==> config.mk <==
export PLATFORM = sky130hd
export DESIGN_NAME = main_control_fsm
export DESIGN_NICKNAME = d
export VERILOG_FILES = /design/src/rtl/main_control_fsm.sv
export SDC_FILE = /design/constraint.sdc
export NUM_CORES = 1
export LEC_CHECK = 0
export ABC_CLOCK_PERIOD_IN_PS = 2700
export CORE_UTILIZATION = 52
export DETAILED_ROUTE_END_ITERATION = 7
export GPL_TIMING_DRIVEN = 0
export PLACE_DENSITY = 0.88
export SLEW_MARGIN = 30
export SYNTH_ARGS = -nofsm -noshare
export SYNTH_HDL_FRONTEND = slang
export SYNTH_SLANG_ARGS = --single-unit
export TNS_END_PERCENT = 10
==> constraint.sdc <==
create_clock -name clk -period 2.7 [get_ports clk]
set_input_delay 0.54 -clock clk [delete_from_list [all_inputs] [get_ports clk]]
set_output_delay 0.54 -clock clk [all_outputs]
set_load 0.05 [all_outputs]
==> src/rtl/main_control_fsm.sv <==
// Multicycle main control unit: steps each instruction through fetch, decode,
// execute, memory and writeback, with a bounded wait on the memory handshake.
module main_control_fsm #(
    parameter int OPW      = 5,
    parameter int MAX_WAIT = 15
) (
    input  logic           clk,
    input  logic           rst_n,
    input  logic [OPW-1:0] opcode,
    input  logic           zero,
    input  logic           mem_ready,
    output logic [1:0]     alu_op,
    output logic           alu_src_a,
    output logic [1:0]     alu_src_b,
    output logic           ir_write,
    output logic           pc_write,
    output logic [1:0]     pc_src,
    output logic           mem_read,
    output logic           mem_write,
    output logic           i_or_d,
    output logic           reg_write,
    output logic           reg_dst,
    output logic           mem_to_reg,
    output logic           illegal,
    output logic           timeout,
    output logic [3:0]     state
);

    typedef enum logic [3:0] {
        S_RST    = 4'd0,
        S_FETCH  = 4'd1,
        S_DECODE = 4'd2,
        S_EXEC_R = 4'd3,
        S_WB_R   = 4'd4,
        S_EXEC_I = 4'd5,
        S_WB_I   = 4'd6,
        S_ADDR   = 4'd7,
        S_ADDR_R = 4'd8,
        S_MEM_RD = 4'd9,
        S_MEM_WR = 4'd10,
        S_WB_MEM = 4'd11,
        S_BRANCH = 4'd12,
        S_JUMP   = 4'd13
    } state_t;

    typedef enum logic [2:0] {
        C_R, C_I, C_LDST, C_LWS, C_BEQ, C_JR, C_BAD
    } op_class_t;

    localparam logic [OPW-1:0] OP_AND  = OPW'(5'b00000);
    localparam logic [OPW-1:0] OP_CAS  = OPW'(5'b00001);
    localparam logic [OPW-1:0] OP_LWS  = OPW'(5'b00010);
    localparam logic [OPW-1:0] OP_ADD  = OPW'(5'b00011);
    localparam logic [OPW-1:0] OP_SUB  = OPW'(5'b00100);
    localparam logic [OPW-1:0] OP_CMP  = OPW'(5'b00101);
    localparam logic [OPW-1:0] OP_JR   = OPW'(5'b00110);
    localparam logic [OPW-1:0] OP_ANDI = OPW'(5'b00111);
    localparam logic [OPW-1:0] OP_ADDI = OPW'(5'b01000);
    localparam logic [OPW-1:0] OP_LW   = OPW'(5'b01001);
    localparam logic [OPW-1:0] OP_BEQ  = OPW'(5'b01010);
    localparam logic [OPW-1:0] OP_SW   = OPW'(5'b01011);
    localparam logic [OPW-1:0] OP_LUI  = OPW'(5'b01110);

    localparam logic [7:0] WAIT_LAST = 8'(MAX_WAIT - 1);

    function automatic op_class_t classify(input logic [OPW-1:0] op);
        op_class_t c;
        case (op)
            OP_AND, OP_CAS, OP_ADD, OP_SUB, OP_CMP: c = C_R;
            OP_ANDI, OP_ADDI, OP_LUI:               c = C_I;
            OP_LW, OP_SW:                           c = C_LDST;
            OP_LWS:                                 c = C_LWS;
            OP_BEQ:                                 c = C_BEQ;
            OP_JR:                                  c = C_JR;
            default:                                c = C_BAD;
        endcase
        return c;
    endfunction

    state_t         state_reg;
    logic [7:0]     wait_cnt_reg;
    logic [OPW-1:0] opcode_reg;
    logic           illegal_reg;
    logic           timeout_reg;
    logic           wait_expired;

    // The last permitted wait cycle still completes if mem_ready arrives in it.
    assign wait_expired = !mem_ready && (wait_cnt_reg == WAIT_LAST);

    always_ff @(posedge clk or negedge rst_n) begin
        if (!rst_n) begin
            state_reg    <= S_RST;
            wait_cnt_reg <= 8'd0;
            opcode_reg   <= '0;
            illegal_reg  <= 1'b0;
            timeout_reg  <= 1'b0;
        end else begin
            illegal_reg  <= 1'b0;
            timeout_reg  <= 1'b0;
            wait_cnt_reg <= 8'd0;
            case (state_reg)
                S_RST: state_reg <= S_FETCH;
                S_FETCH: begin
                    if (mem_ready) begin
                        state_reg <= S_DECODE;
                    end else if (wait_expired) begin
                        timeout_reg <= 1'b1;
                        state_reg   <= S_FETCH;
                    end else begin
                        wait_cnt_reg <= wait_cnt_reg + 8'd1;
                    end
                end
                S_DECODE: begin
                    opcode_reg <= opcode;
                    case (classify(opcode))
                        C_R:    state_reg <= S_EXEC_R;
                        C_I:    state_reg <= S_EXEC_I;
                        C_LDST: state_reg <= S_ADDR;
                        C_LWS:  state_reg <= S_ADDR_R;
                        C_BEQ:  state_reg <= S_BRANCH;
                        C_JR:   state_reg <= S_JUMP;
                        default: begin
                            illegal_reg <= 1'b1;
                            state_reg   <= S_FETCH;
                        end
                    endcase
                end
                S_EXEC_R: state_reg <= S_WB_R;
                S_EXEC_I: state_reg <= S_WB_I;
                S_ADDR, S_ADDR_R:
                    state_reg <= (opcode_reg == OP_SW) ? S_MEM_WR : S_MEM_RD;
                S_MEM_RD: begin
                    if (mem_ready) begin
                        state_reg <= S_WB_MEM;
                    end else if (wait_expired) begin
                        timeout_reg <= 1'b1;
                        state_reg   <= S_FETCH;
                    end else begin
                        wait_cnt_reg <= wait_cnt_reg + 8'd1;
                    end
                end
                S_MEM_WR: begin
                    if (mem_ready) begin
                        state_reg <= S_FETCH;
                    end else if (wait_expired) begin
                        timeout_reg <= 1'b1;
                        state_reg   <= S_FETCH;
                    end else begin
                        wait_cnt_reg <= wait_cnt_reg + 8'd1;
                    end
                end
                default: state_reg <= S_FETCH;
            endcase
        end
    end

    always_comb begin
        alu_op     = 2'd0;
        alu_src_a  = 1'b0;
        alu_src_b  = 2'd0;
        ir_write   = 1'b0;
        pc_write   = 1'b0;
        pc_src     = 2'd0;
        mem_read   = 1'b0;
        mem_write  = 1'b0;
        i_or_d     = 1'b0;
        reg_write  = 1'b0;
        reg_dst    = 1'b0;
        mem_to_reg = 1'b0;
        case (state_reg)
            S_FETCH: begin
                mem_read  = 1'b1;
                alu_src_b = 2'd1;
                ir_write  = mem_ready;
                pc_write  = mem_ready;
            end
            S_DECODE: alu_src_b = 2'd2;
            S_EXEC_R: begin
                alu_src_a = 1'b1;
                alu_op    = 2'd2;
            end
            S_WB_R: begin
                reg_write = 1'b1;
                reg_dst   = 1'b1;
            end
            S_EXEC_I: begin
                alu_src_a = 1'b1;
                alu_src_b = 2'd2;
                alu_op    = 2'd2;
            end
            S_WB_I: reg_write = 1'b1;
            S_ADDR: begin
                alu_src_a = 1'b1;
                alu_src_b = 2'd2;
            end
            S_ADDR_R: begin
                alu_src_a = 1'b1;
                alu_op    = 2'd2;
            end
            S_MEM_RD: begin
                mem_read = 1'b1;
                i_or_d   = 1'b1;
            end
            S_MEM_WR: begin
                mem_write = 1'b1;
                i_or_d    = 1'b1;
            end
            S_WB_MEM: begin
                reg_write  = 1'b1;
                mem_to_reg = 1'b1;
            end
            S_BRANCH: begin
                alu_src_a = 1'b1;
                alu_op    = 2'd1;
                pc_src    = 2'd1;
                pc_write  = zero;
            end
            S_JUMP: begin
                pc_src   = 2'd2;
                pc_write = 1'b1;
            end
            default: ;
        endcase
    end

    assign illegal = illegal_reg;
    assign timeout = timeout_reg;
    assign state   = state_reg;

endmodule
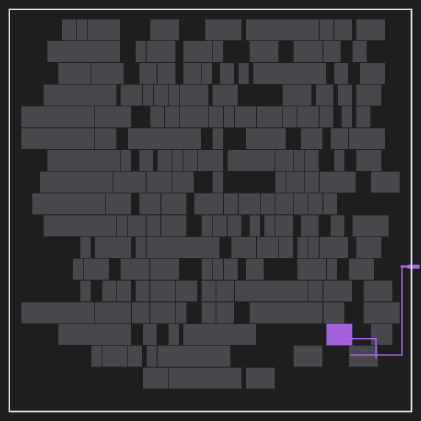
**Above:** run 1 (wires at chosen ports, followed through buffers).
(8 px per um)
| port | color | bits | direction | end cells | wire |
|---|---|---|---|---|---|
| `zero` | purple | 1 | input | 1 | 25.5 um |

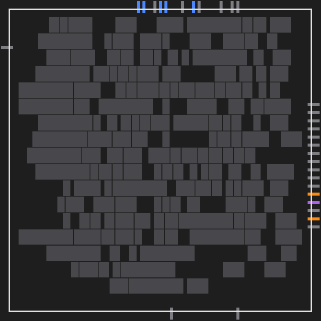
**Above:** run 1 (ports around the boundary).
(6 px per um) Pins as bars across the die edge, other pins in gray.
| port | color | pins | direction | edge |
|---|---|---|---|---|
| `opcode` | blue | 5 | input | top |
| `pc_src` | orange | 2 | output | right |
| `zero` | purple | 1 | input | right |
all pins by edge: 16 right, 11 top, 2 bottom, 1 left
die width: 50.1 um
Die Ht: 50.1 um
IO buf count: 29

==> results.txt, run 1 <==
yosys + openroad results -> library cells used by synthesis=38, max reg flops=8, final worst path period share=94.6%, predominant post-synthesis flop cell=dfrtp_1, Root Buffer Master=clkbuf_4, DRT antenna net count=0, unrepaired setup endpoints after global routing=false, CTS tree=built, largest net degree at the start of global routing=20, n_diodes=0, register area share after synthesis=39.5%, Top cells by area=dfrtp_1 (40%), nor2_1 (5.6%), a21oi_1 (4.6%), Via Count=1151, dpl ws=-0.0977 ns, synthesized area per cell=8.71 sq um, final slew viol count=0, met1 usage=32.6%, Worst Tran Pin Value=0.826 ns, Period minus WS final=2.55 ns, first-pass GRT wire length=4690 um, # IOs=30, Post-CTS Setup Inserts=0, Util after Layout=71.1%, Synthesized Nets=149, vias per cell=5.78, Total Routing Usage GR=24.9%, Syn. warnings=0, Core Area=2190 sq um, layout cells sized above 1=13.5%, CP max FO=9, Worst EP arrival=2.01 ns, r2r startpoint=wait_cnt_reg[0], Max-Slew Margin vs Limit=44.8%, required time worst endpoint=2.16 ns, Final WS setup=0.147 ns, Clk pin slew, worst setup/hold paths=0.11 ns, yosys stat cell total=138, clock sinks=19, status=finished clean, Area growth syn-to-layout=29.6%, Yosys top cell area share=39.5%, Worst Hold End=opcode_reg[2], final hold violation count=0, WHS Path Cells=2, initial drt markers=24, drt pass-1 iters=4, CP endpoint kind=primary output, synthesized area=1200 sq um, Power Dens Cells=1060 nW/um^2, global route total overflow=0, GPL Wtd Cong=0.910, register bit total from synthesis=19, final setup violation count=0, vias in the first global route=1023, Setup Skew=0.00480 ns, EDFF count, synth=0, Async SR Flop Fraction=100%, Initial Util=54.9%, TritonCTS Buffers=3, min-delay worst type=reg -> reg, gate count of the mapped netlist=138, CTS Buffer Depth=2, nets=183, RR Endpoint=wait_cnt_reg[7], antenna violations before repair=0, critical path launch point=state[2], CP Class=reg -> out, fmax=392 MHz, htree depth=1, global routing's busiest layer=met2, Hold Path Origin=opcode_reg[2], chip area=2510 sq um, hpwl dp=2070 um, worst reg2reg path depth=6, tool warnings=28, grt met3 use=4.63%, drc violations=0, met2 usage=39.1%, cell type with the largest total area=dfrtp_1, Leak=0.778 nW, Yosys Chip Area=1200 sq um, max_cap viols=0
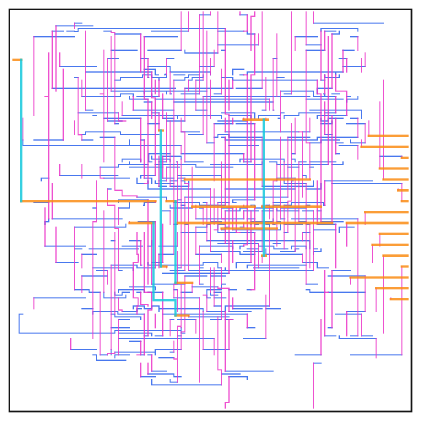
**Above:** run 1 (signal wires by layer).
(8 px per um)
| layer | color | wire length |
|---|---|---|
| M1 | blue | 1210 um |
| M4 | cyan | 76.2 um |
| M3 | orange | 144 um |
| M2 | magenta | 1300 um |
Total Wirelength: 2730 um
WL/cell: 13.7 um

==> run 1: layer usage <==
layer | wire length (um) | share of wire [%] | vias to the layer above
met5 | 0 | 0 | -
met4 | 76 | 2.8 | 0
met3 | 143 | 5.2 | 10
met2 | 1300 | 48 | 40
met1 | 1210 | 44 | 546
li1 | - | - | 555
==> run 1: metrics by stage <==
| step | instances | setup TNS (ns) | hold slack (ns) | area, sq um | power, mW |
|---|---|---|---|---|---|
| 2_1_floorplan | 138 | -0.0842 | 0.244 | 1210 | 1.22 |
| 5_1_grt | 199 | 0 | 0.544 | 1560 | 1.76 |
| 3_5_place_dp | 195 | -0.105 | 0.498 | 1530 | 1.55 |
| 3_3_place_gp | 195 | -0.0666 | 0.458 | 1530 | 1.53 |
| 6_report | 199 | 0 | 0.507 | 1560 | 1.65 |
| 4_1_cts | 199 | 0 | 0.521 | 1550 | 1.66 |
==> run 1: cells by family after synthesis <==
kind of cell    Yosys count  synth area share, %
compound gates           31                 16.4
xor+xnor                  6                 4.37
fa+ha+maj                 2                 2.08
buf+inv                  11                 4.47
flops                    19                 39.5
mux                       5                 4.58
simple gates             64                 28.5
==> run 1: power by group <==
group	leakage (nW)	switching (mW)	internal (mW)	total [mW]
logic	0.510	0.737	0.360	1.10
clock network	0.0177	0.0875	0.0552	0.143
registers	0.250	0.0533	0.357	0.411
total	0.778	0.878	0.772	1.65
==> run 1: placed cells by master, fill, tap and decap left out, types with 4 or more instances in the layout <==
cell type / instances
dfrtp_1: 19
nor2_1: 18
clkdlybuf4s50_1: 16
nand2_1: 12
a21oi_1: 11
buf_2: 7
nand3_1: 7
nand2b_1: 6
dlygate4sd2_1: 6
and3_1: 5
xor2_1: 5
o21ai_0: 5
dlymetal6s2s_1: 5
nor3_1: 4
mux2_2: 4
==> run 1: Yosys cell counts, types with 2 or more instances <==
master    count
a21oi_1      11
and3_1        5
buf_2         7
dfrtp_1      19
ha_1          2
inv_1         3
mux2_2        4
nand2_1      12
nand2b_1      6
nand3_1       7
nor2_1       18
nor2b_1       3
nor3_1        5
o21a_1        2
o21ai_0       6
o221ai_1      2
xor2_1        5
==> run 1: worst max path at each step <==
| stage | to | slack, ns | depth (start not counted) |
|---|---|---|---|
| after floorplan | reg_dst | -0.05 | 4 |
| after global placement | pc_write | -0.07 | 4 |
| after detailed placement | pc_write | -0.1 | 4 |
| after CTS | pc_src[0] | 0.04 | 5 |
| after global routing | alu_op[0] | 0.02 | 4 |
| final | alu_op[0] | 0.15 | 4 |
==> run 1: area by class of cell <==
| cell class | instances | area [sq um] |
|---|---|---|
| Multi-Input combinational cell | 108 | 678 |
| Fill cell | 170 | 633 |
| Sequential cell | 19 | 475 |
| Timing Repair Buffer | 29 | 288 |
| Buffer | 8 | 42.5 |
| Tap cell | 28 | 35.0 |
| Clock buffer | 3 | 22.5 |
| Inverter | 3 | 11.3 |
| Clock inverter | 1 | 5.00 |
==> run 1: timing repair <==
action	CTS	global route
endpoints found under the setup margin	7	7
hold buffers	0	0
cloned	0	0
gates resized	7	8
==> run 1: critical path: stages, from the launching register on <==
cell and delay, ns:
dfrtp_1 0.36, buf_2 0.21, nand2_1 0.12, nor3_2 0.18, clkdlybuf4s50_1 0.84
==> run 1 -> run 2 <==
Settings changed: CAP_MARGIN set to 20, CORE_MARGIN set to 1.5, CTS_CLUSTER_DIAMETER set to 100.
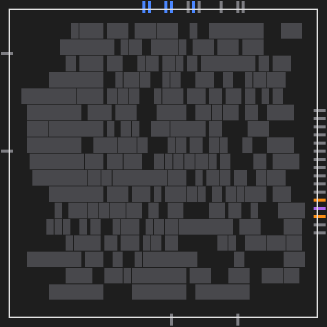
**Above:** run 2 (ports around the boundary).
(6 px per um) Pins as bars across the die edge, other pins in gray.
| port | color | pins | direction | edge |
|---|---|---|---|---|
| `pc_src` | orange | 2 | output | right |
| `zero` | purple | 1 | input | right |
| `opcode` | blue | 5 | input | top |
all pins by edge: 16 right, 10 top, 2 left, 2 bottom
Die Ht: 51.1 um
die width: 51.1 um

==> results.txt, run 2 <==
yosys + openroad results -> status=finished clean, Max-Slew Margin vs Limit=45.0%, Synthesized Nets=149, Total Wirelength=2860 um, Yosys Chip Area=1200 sq um, sequential power share=24.9%, cell type with the largest total area=dfrtp_1, final non-filler cell total=199, library cells used by synthesis=38, delay of the slowest critical-path stage=0.84 ns, Syn. warnings=0, largest net degree at the start of global routing=20, Top cells by area=dfrtp_1 (40%), nor2_1 (5.6%), a21oi_1 (4.6%), met2 usage=42.6%, worst-path cell chain=buf_2 > nand2_1 > nor3_2 > clkdlybuf4s50_1, final worst path period share=95.2%, Leak=0.775 nW, max reg flops=8, IO buf count=29, TritonCTS Buffers=3, final hold violation count=0, top-count cell post-synth=dfrtp_1, Post-CTS Setup Inserts=0, WL/cell=14.3 um, layout cells sized above 1=12.9%, initial drt markers=19, max_cap viols=0, unrepaired setup endpoints after global routing=false, required time worst endpoint=2.16 ns, most frequently placed logic cells in the final layout=dfrtp_1 (19), nor2_1 (18), clkdlybuf4s50_1 (16), gate count of the mapped netlist=138, CTS tree=built, Via Count=1147, yosys stat cell total=138, Logic area=678 sq um
-- run 2: cell counts after synthesis --
No cell type changed its count.
-- run 2: power groups by stage --
stage          clock network [mW]  registers [mW]  logic [mW]
2_1_floorplan                   0           0.500       0.723
3_3_place_gp                    0           0.414        1.12
3_5_place_dp                    0           0.419        1.14
4_1_cts                     0.143           0.413        1.11
5_1_grt                     0.156           0.424        1.18
6_report                    0.144           0.413        1.10
-- run 2: path summary, 6_finish.rpt --
| path | start | to | slack [ns] | cells after the start |
|---|---|---|---|---|
| hold / removal | opcode_reg[2] | opcode_reg[2] | 0.51 | 2 |
| hold reg to reg | opcode_reg[2] | opcode_reg[2] | 0.51 | 2 |
| setup reg to reg | wait_cnt_reg[0] | wait_cnt_reg[0] | 1.16 | 6 |
| setup / recovery | state[3] | alu_op[0] | 0.13 | 4 |
| min in group asynchronous | rst_n | wait_cnt_reg[7] | 0.70 | 1 |
| max in group asynchronous | rst_n | wait_cnt_reg[1] | 1.49 | 1 |
-- run 2: logic make-up (layout without fill, tap and decap cells) --
family / count (synthesis) / count (layout) / share of synthesized area [%]
muxes: 5 / 5 / 4.58
AOI/OAI and AO/OA: 31 / 31 / 16.4
DFF: 19 / 19 / 39.5
xor gates and xnor gates: 6 / 6 / 4.37
adders and majority gates: 2 / 2 / 2.08
and+or+nand+nor: 64 / 64 / 28.5
buffers and inverters: 11 / 44 / 4.47
-- run 2: area by class of cell --
cell class | instances | area share, %
clock buffer | 4 | 1.69
buffer | 8 | 2.73
tap | 28 | 2.25
sequential | 19 | 30.5
timing repair buffer | 29 | 18.5
multi-input combinational | 108 | 43.6
inverter | 3 | 0.723
-- run 2: critical path, delay by kind of cell, from the launching register on --
kind	cells	cell delay, ns
and+or+nand+nor	2	0.32
DFF	1	0.35
buffers and inverters	2	1.05
-- run 2: per-stage QoR --
step                      instance area (sq um)  hold WS [ns]  utilization [%]
after global routing                       1560         0.523             71.0
after floorplan                            1210         0.244                -
after detailed placement                   1530         0.493             70.0
final                                      1560         0.505             71.0
after CTS                                  1550         0.516             70.8
after global placement                     1530         0.460             70.0
-- run 2: repair_timing --
item                                    CTS  global route
gates cloned                              0             0
resized                                   7             8
endpoints found under the setup margin    7             7
-- run 2: routing by layer --
metal	share of wire (%)	wire, um	up-vias
li1	-	-	559
met1	45	1290	546
met2	48	1370	35
met3	4.5	129	7
met4	2.1	60	0
met5	0	0	-
==> run 2 -> run 3 <==
Settings changed: SLEW_MARGIN 30 to not set.
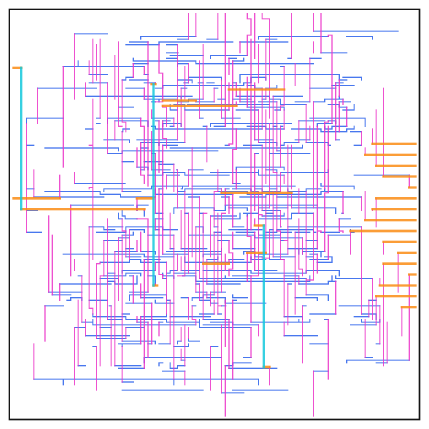
**Above:** run 3 (signal wires by layer).
(8 px per um)
| layer | color | wire length |
|---|---|---|
| M2 | magenta | 1370 um |
| M3 | orange | 129 um |
| M1 | blue | 1290 um |
| M4 | cyan | 60.5 um |
WL/cell: 14.3 um
Via Count: 1147
Total Routing Usage GR: 24.6%

==> results.txt, run 3 <==
yosys + openroad results -> status=finished clean, largest net degree at the start of global routing=20, drt pass-1 iters=4, synth cell count leaders=dfrtp_1 (19), nor2_1 (18), nand2_1 (12), register bit total from synthesis=19, Initial Util=54.9%, synthesized area=1200 sq um, unrepaired setup endpoints after global routing=false, library cells used by synthesis=38, Total Wirelength=2860 um, WL met1=1290 um, Worst Hold End=opcode_reg[2], Worst Tran Pin Value=0.822 ns, predominant post-synthesis flop cell=dfrtp_1, synthesized area per cell=8.71 sq um, final slew viol count=0, antenna violations before repair=0, CP Class=reg -> out, met3 WL post-DR=129 um, met2 WL post-DR=1370 um, Power Dens Cells=1070 nW/um^2, RR Endpoint=wait_cnt_reg[0], Yosys top cell area share=39.5%, required time worst endpoint=2.16 ns, placed cell count=195, register area share after synthesis=39.5%, # IOs=30, tool warnings=28, final worst path period share=95.2%, Worst EP arrival=2.03 ns, Hold Path Origin=opcode_reg[2], max_cap viols=0, drc violations=0, Internal=775 uW, DP Area=1530 sq um, yosys stat cell total=138, hpwl dp=2210 um, worst hold margin=0.505 ns, max reg flops=8, Sw Ratio=53.3%, Total Power=1.66 mW, initial drt markers=19, Top cells by area=dfrtp_1 (40%), nor2_1 (5.6%), a21oi_1 (4.6%), TritonCTS Buffers=3, first-pass GRT wire length=4830 um, global route total overflow=0, worst reg2reg path depth=6, Area growth syn-to-layout=29.4%, top-count cell post-synth=dfrtp_1, Synthesized Nets=149, combinational share of power=66.4%, min-delay worst type=reg -> reg, Root Buffer Master=clkbuf_4, final setup violation count=0, CTS Buffer Depth=2, Max-Slew Margin vs Limit=45.0%, Period minus WS final=2.57 ns, DRT antenna net count=0, layout cells sized above 1=12.9%, fmax=389 MHz, Clk pin slew, worst setup/hold paths=0.11 ns, chip area=2610 sq um, IO buf count=29, cell type with the largest total area=dfrtp_1, CP max FO=9, Core Area=2190 sq um, CTS Hold Buffers Added=0, GPL Wtd Cong=0.931, Yosys Chip Area=1200 sq um
[run 3: cell counts after synthesis]
No cell type changed its count.
[run 3: final cells by class]
cell class,instances,area [sq um]
timing repair buffer,29,288
inverter,3,11.3
tap,28,35.0
multi-input combinational,108,678
buffer,8,42.5
fill,180,634
clock buffer,4,26.3
sequential,19,475
[run 3: logic make-up after synthesis]
kind of cell | synth area share, %
compound gates | 16.4
xor+xnor | 4.37
fa+ha+maj | 2.08
buf+inv | 4.47
flops | 39.5
mux | 4.58
simple gates | 28.5
[run 3: metrics by stage]
stage                     setup TNS (ns)  setup WS [ns]
final                                  0          0.130
after global routing                   0         0.0221
after CTS                              0         0.0139
after detailed placement         -0.0955        -0.0902
after global placement           -0.0645        -0.0645
after floorplan                  -0.0842        -0.0486
[run 3: power by group through the flow]
stage                     combinational, mW  sequential, mW  clock, mW
after global routing                   1.18           0.424      0.156
after floorplan                       0.723           0.500          0
after CTS                              1.11           0.413      0.143
final                                  1.10           0.413      0.144
after global placement                 1.12           0.414          0
after detailed placement               1.14           0.419          0
[run 3: critical path, cell delays in order, from the launching register on]
cell and delay, ns:
dfrtp_1 0.35, buf_2 0.21, nand2_1 0.13, nor3_2 0.19, clkdlybuf4s50_1 0.84
[run 3: worst max path at each step]
stage	start	slack [ns]	end
global route	state[3]	0.02	alu_op[0]
detailed placement	mem_ready	-0.09	pc_write
global placement	mem_ready	-0.06	pc_write
floorplan	state[2]	-0.05	reg_dst
finish	state[3]	0.13	alu_op[0]
CTS	state[0]	0.01	mem_to_reg
[run 3: per-layer routing]
layer	global-route usage [%]	vias up
met3	2.05	7
met5	0	-
met2	42.6	35
met4	12.2	0
li1	-	559
met1	30.7	546
[run 3: repair_timing]
action,4_1_cts,5_1_grt
buffers inserted,0,0
gates resized,7,8
hold endpoints to repair,0,0
endpoints found under the setup margin,7,7
Power figures rest on the tool's default switching activity, not on a simulated workload.
